**src/rtl/rr_stream_arbiter_if.sv**
```systemverilog
// Stream bundle for rr_stream_arbiter: N request streams in, one arbitrated stream out.
// The master modport is the arbiter's view; the slave modport is the surrounding environment.
interface rr_stream_arbiter_if #(
  parameter int WIDTH = 32,
  parameter int N     = 4
);
  localparam int SRCW = $clog2(N);

  logic [N-1:0]       in_valid;
  logic [N*WIDTH-1:0] in_data;
  logic [N-1:0]       in_last;
  logic [N-1:0]       in_ready;
  logic               out_valid;
  logic [WIDTH-1:0]   out_data;
  logic               out_last;
  logic [SRCW-1:0]    out_src;
  logic               out_ready;

  modport master (
    input  in_valid, in_data, in_last, out_ready,
    output in_ready, out_valid, out_data, out_last, out_src
  );

  modport slave (
    output in_valid, in_data, in_last, out_ready,
    input  in_ready, out_valid, out_data, out_last, out_src
  );
endinterface

```
**src/rtl/rr_stream_arbiter.sv**
```systemverilog
// Packet-locked round-robin arbiter feeding a single registered valid/ready output stage.
// A grant is held from a packet's first accepted beat until its last beat is accepted.
module rr_stream_arbiter #(
  parameter int WIDTH = 32,
  parameter int N     = 4
) (
  input logic            clk,
  input logic            rstn,
  rr_stream_arbiter_if.master bus
);
  localparam int SRCW = $clog2(N);

  typedef enum logic {
    IDLE   = 1'b0,
    LOCKED = 1'b1
  } state_t;

  state_t            state_r;
  logic [SRCW-1:0]   ptr_r;
  logic [SRCW-1:0]   gnt_r;
  logic              out_valid_r;
  logic [WIDTH-1:0]  out_data_r;
  logic              out_last_r;
  logic [SRCW-1:0]   out_src_r;

  logic [SRCW-1:0]   idx_s;
  logic [SRCW-1:0]   pick_s;
  logic              found_s;
  logic              hit_s;
  logic [SRCW-1:0]   k_s;
  logic              req_s;
  logic              stage_free_s;
  logic [N-1:0]      ready_s;
  logic              accept_s;
  logic [WIDTH-1:0]  data_k_s;
  logic              last_k_s;
  logic [SRCW-1:0]   next_ptr_s;

  function automatic logic [SRCW-1:0] wrap_add(input logic [SRCW-1:0] a, input int b);
    int s;
    s = int'(a) + b;
    if (s >= N) begin
      s = s - N;
    end else begin
      s = s;
    end
    return s[SRCW-1:0];
  endfunction

  // Rotating-priority search for the first valid requester starting at ptr.
  always_comb begin
    pick_s  = '0;
    found_s = 1'b0;
    idx_s   = '0;
    hit_s   = 1'b0;
    for (int i = 0; i < N; i++) begin
      idx_s   = wrap_add(ptr_r, i);
      hit_s   = !found_s && bus.in_valid[idx_s];
      pick_s  = hit_s ? idx_s : pick_s;
      found_s = found_s | hit_s;
    end
  end

  assign k_s          = (state_r == LOCKED) ? gnt_r : pick_s;
  assign req_s        = (state_r == LOCKED) | found_s;
  assign stage_free_s = ~out_valid_r | bus.out_ready;

  // Only the granted (or picked) requester may see ready, and only while the stage can take a beat.
  always_comb begin
    ready_s = '0;
    if (rstn && req_s && stage_free_s) begin
      ready_s[k_s] = 1'b1;
    end else begin
      ready_s = '0;
    end
  end

  assign accept_s   = bus.in_valid[k_s] & ready_s[k_s];
  assign data_k_s   = bus.in_data[int'(k_s)*WIDTH +: WIDTH];
  assign last_k_s   = bus.in_last[k_s];
  assign next_ptr_s = wrap_add(k_s, 1);

  // Arbitration state and output stage; ptr moves only when a packet closes.
  always_ff @(posedge clk or negedge rstn) begin
    if (!rstn) begin
      state_r     <= IDLE;
      ptr_r       <= '0;
      gnt_r       <= '0;
      out_valid_r <= 1'b0;
      out_data_r  <= '0;
      out_last_r  <= 1'b0;
      out_src_r   <= '0;
    end else if (accept_s) begin
      out_valid_r <= 1'b1;
      out_data_r  <= data_k_s;
      out_last_r  <= last_k_s;
      out_src_r   <= k_s;
      case (state_r)
        IDLE: begin
          if (last_k_s) begin
            ptr_r <= next_ptr_s;
          end else begin
            state_r <= LOCKED;
            gnt_r   <= k_s;
          end
        end
        LOCKED: begin
          if (last_k_s) begin
            state_r <= IDLE;
            ptr_r   <= next_ptr_s;
          end else begin
            state_r <= LOCKED;
          end
        end
        default: begin
          state_r <= IDLE;
        end
      endcase
    end else if (out_valid_r && bus.out_ready) begin
      out_valid_r <= 1'b0;
    end else begin
      out_valid_r <= out_valid_r;
    end
  end

  assign bus.in_ready  = ready_s;
  assign bus.out_valid = out_valid_r;
  assign bus.out_data  = out_data_r;
  assign bus.out_last  = out_last_r;
  assign bus.out_src   = out_src_r;
endmodule

```
**src/flat_wrapper.sv**
```systemverilog
// flat-port wrapper written by rule: the top's interface ports become plain ports
module rr_stream_arbiter_flat 
#(
  parameter int WIDTH = 32,
  parameter int N     = 4
)
  (clk, rstn, bus_in_valid, bus_in_data, bus_in_last, bus_out_ready, bus_in_ready, bus_out_valid, bus_out_data, bus_out_last, bus_out_src);
  rr_stream_arbiter_if #(.WIDTH(WIDTH), .N(N)) bus_i ();
  input logic clk;
  input logic rstn;
  input wire logic [$bits(bus_i.in_valid)-1:0] bus_in_valid;
  input wire logic [$bits(bus_i.in_data)-1:0] bus_in_data;
  input wire logic [$bits(bus_i.in_last)-1:0] bus_in_last;
  input wire logic [$bits(bus_i.out_ready)-1:0] bus_out_ready;
  output wire logic [$bits(bus_i.in_ready)-1:0] bus_in_ready;
  output wire logic [$bits(bus_i.out_valid)-1:0] bus_out_valid;
  output wire logic [$bits(bus_i.out_data)-1:0] bus_out_data;
  output wire logic [$bits(bus_i.out_last)-1:0] bus_out_last;
  output wire logic [$bits(bus_i.out_src)-1:0] bus_out_src;
  assign bus_i.in_valid = bus_in_valid;
  assign bus_i.in_data = bus_in_data;
  assign bus_i.in_last = bus_in_last;
  assign bus_i.out_ready = bus_out_ready;
  assign bus_in_ready = bus_i.in_ready;
  assign bus_out_valid = bus_i.out_valid;
  assign bus_out_data = bus_i.out_data;
  assign bus_out_last = bus_i.out_last;
  assign bus_out_src = bus_i.out_src;
  rr_stream_arbiter #(.WIDTH(WIDTH), .N(N)) u_core (.clk(clk), .rstn(rstn), .bus(bus_i));
endmodule
```
**config.mk**
```make
export PLATFORM = sky130hd
export DESIGN_NAME = rr_stream_arbiter_flat
export DESIGN_NICKNAME = d
export VERILOG_FILES = /design/src/rtl/rr_stream_arbiter_if.sv /design/src/rtl/rr_stream_arbiter.sv /design/src/flat_wrapper.sv
export SDC_FILE = /design/constraint.sdc
export NUM_CORES = 1
export LEC_CHECK = 0
export CELL_PAD_IN_SITES_DETAIL_PLACEMENT = 1
export CELL_PAD_IN_SITES_GLOBAL_PLACEMENT = 1
export CORE_UTILIZATION = 28
export DETAILED_ROUTE_END_ITERATION = 12
export PLACE_DENSITY_LB_ADDON = 0.1
export SLEW_MARGIN = 0
export SYNTH_ARGS = -nofsm -noshare
export SYNTH_HDL_FRONTEND = slang
export SYNTH_SLANG_ARGS = --single-unit
```
**constraint.sdc**
```tcl
create_clock -name clk -period 4.55 [get_ports clk]
set_input_delay 0.91 -clock clk [delete_from_list [all_inputs] [get_ports clk]]
set_output_delay 0.91 -clock clk [all_outputs]
set_load 0.01 [all_outputs]
```
==> results.toml <==
# implementation run metrics
[job]
warning_count = 26
max_cap_viol_count = 0

[clock_network]
clk_pin_slew_ps = 70
cts.path.max_buffers = 2
numCtsBuffers = 5
cts_root_buffer = "clkbuf_8"
post_cts_buffers = 0
cts.sinks = 41
cts_tree = "yes"
clk-insertion-delay-late_ps = 290
cts_resized = 0
h-tree-depth = 2
cts_hold_buffers = 0

[global_routing]
grt_antenna_before_repair = 0
grt_pass1_vias = 3456
grt_max_degree = 70
grt_usage = 0.193
grt-ovfl-total = 0
grt_pass1_wl_um = 16900

[die]
rows = 37
dieWidth_um = 104
dieArea_sq_mm = 0.0109
ios = 179
die_y_um = 104

[finish]
area_growth_pct = 65.9
fillers = 1211
final_nets = 641
drive_gt1_frac = 0.108
num_antenna_cells = 0

[power]
p_leak_nw = 1.86
ir_drop_uv = 304
powerDensity_mw_per_mm2 = 644

[setup_path]
path_cells = "clkdlybuf4s50_1, inv_1, nor3_1, o41a_2, nand2_1, nor2b_1, clkdlybuf4s50_1"
cp-start-kind = "input pin"
critPathMaxStageDelay_ps = 620
crit_path_top_delay_cell = "clkdlybuf4s50_1"
crit_arrival_ps = 3160
path_class = "in -> out"
cpMostUsedCell = "clkdlybuf4s50_1"
required_ps = 3640
crit_fanout = 8

[yosys]
synth_area_leader_cell = "dfrtp_1"
ys_seq_share = 0.349
synthArstFlopShare = 1.00
numSynthFlops = 41
synthCells = 340
synth_nets = 479
synth.distinct_cells = 45
yosys_cells = 340
edf_count = 0
synthDominantCellAreaShare = 0.349
top_cells_by_area = "dfrtp_1, mux2_2, nand2_1"
flop_cell = "dfrtp_1"

[detailed_routing]
postRouteAntennaNets = 0
routed_wl_um = 10300
route.vias.total = 3237
dr.pass1.iters = 4
vias_per_cell = 5.07

[final_timing]
setup_viol = 0
rsz0062_at_grt = "false"
hold_viol_final = 0
max_slew_margin = 0.491
setup_tns_ps = 0
whs_ps = 501
min_period_ps = 4070

[place]
place_congestion = 0.774
place_hpwl_um = 7660

[run_status]
outcome = "finished, final reports clean"

[min_path]
hold_path.class = "reg -> reg"
-- worst max-delay path, delay by kind of cell --
| kind | cells | cell delay (ps) |
|---|---|---|
| compound gates | 1 | 230 |
| simple gates | 3 | 730 |
| buf+inv | 3 | 1290 |
-- cells by family after synthesis --
group	after synthesis	synth area share
AOI/OAI and AO/OA	93	0.232
buffers and inverters	35	0.0587
and+or+nand+nor	133	0.216
muxes	38	0.144
DFF	41	0.349
-- area by class of cell --
cell class / instances / area, sq um / area share
Sequential cell: 41 / 1030 / 0.210
Timing Repair Buffer: 184 / 1820 / 0.374
Multi-Input combinational cell: 264 / 1750 / 0.359
Clock buffer: 7 / 86.3 / 0.0177
Tap cell: 136 / 170 / 0.0349
Inverter: 6 / 22.5 / 0.00462
-- metal layers --
metal,GRT usage,vias to the layer above,share of wire,routed length [um]
li1,-,1548,-,-
met4,0.0592,0,0.023,240
met2,0.338,117,0.49,5050
met5,0,-,0,0
met1,0.219,1554,0.40,4160
met3,0.0652,18,0.080,824
-- state kept, by name, indices dropped and copies added, names as in the netlist --
register,cells
u_core.bus.out_last,1
u_core.bus.out_data,32
u_core.bus.out_src,2
u_core.bus.out_valid,1
u_core.ptr_r,2
u_core.state_r,1
u_core.gnt_r,2
-- Yosys cell counts (2+ instances only) --
master    number
a31oi_1       34
clkbuf_1      13
mux2_2        34
a21oi_1        5
nor3_1         3
o21ai_0        3
nand2b_1       2
mux2i_1        4
buf_6          3
or2_1          2
buf_2         12
nand2_1       76
nor2_1         6
nor2b_1        4
and2_1        16
o211ai_1       2
and2_0        17
inv_1          6
dfrtp_1       41
a211oi_1      32
-- worst paths after layout --
check / start / to / slack, ps / cells after the start
worst max-delay path: bus_in_valid[0] / bus_in_ready[0] / 480 / 7
worst min-delay path: u_core.bus.out_src[1] / u_core.bus.out_src[1] / 500 / 1
worst max register to register: u_core.ptr_r[1] / u_core.state_r / 1800 / 7
worst min register to register: u_core.bus.out_src[1] / u_core.bus.out_src[1] / 500 / 1
max in group asynchronous: rstn / u_core.bus.out_data[14] / 3450 / 2
min in group asynchronous: rstn / u_core.bus.out_data[28] / 730 / 2
-- power by group --
part / switching (W) / internal [W]
sequential: 0.000116 / 0.000559
clock: 0.000121 / 0.000121
combinational: 0.00114 / 0.00108
-- placed cells by master (no fill, tap or decap), types with 2 or more instances in the layout --
master / count
inv_1: 6
and2_0: 17
a21oi_1: 5
mux2i_1: 4
dfrtp_1: 41
mux2_2: 34
o211ai_1: 2
a31oi_1: 34
nand2_1: 76
nor2b_1: 4
and2_1: 16
buf_4: 6
a211oi_1: 32
o21ai_0: 3
nor3_1: 3
clkdlybuf4s50_1: 177
nor2_1: 6
nand2b_1: 2
clkbuf_8: 6
-- stage by stage --
| step | instance area (sq um) | instances | setup slack, ps | power (W) |
|---|---|---|---|---|
| finish | 4880 | 638 | 476 | 0.00314 |
| global route | 4880 | 638 | 316 | 0.00344 |
| CTS | 4880 | 638 | 476 | 0.00320 |
| detailed placement | 4790 | 631 | 502 | 0.00294 |
| global placement | 4790 | 631 | 525 | 0.00288 |
| floorplan | 2940 | 340 | 1240 | 0.00214 |
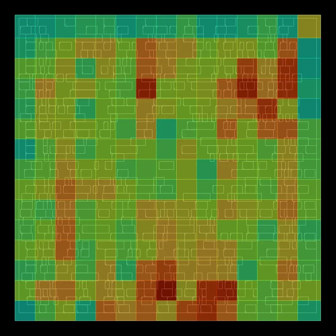
(congestion heat map)
M1 GR Usage: 0.219
grt met2 use: 0.338

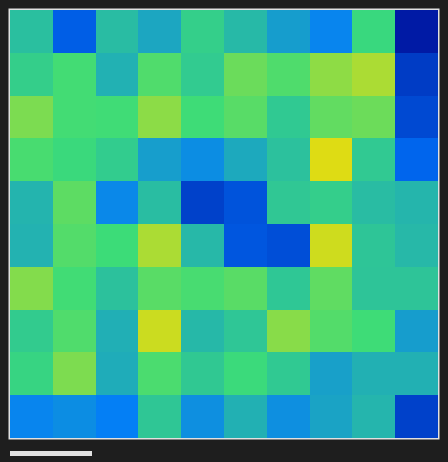
(placement density heat map)
Bar = 20 um. The die is cut into 10 by 10 equal tiles; dark blue is low, red is high, 0 to 100% covered.
fullest tile	71%
mean over tiles	43%
Core Box Area: 0.0102 sq mm
Init Core Util: 0.287
Core Util, Final: 0.477

Power is estimated from default activity; no workload was simulated.
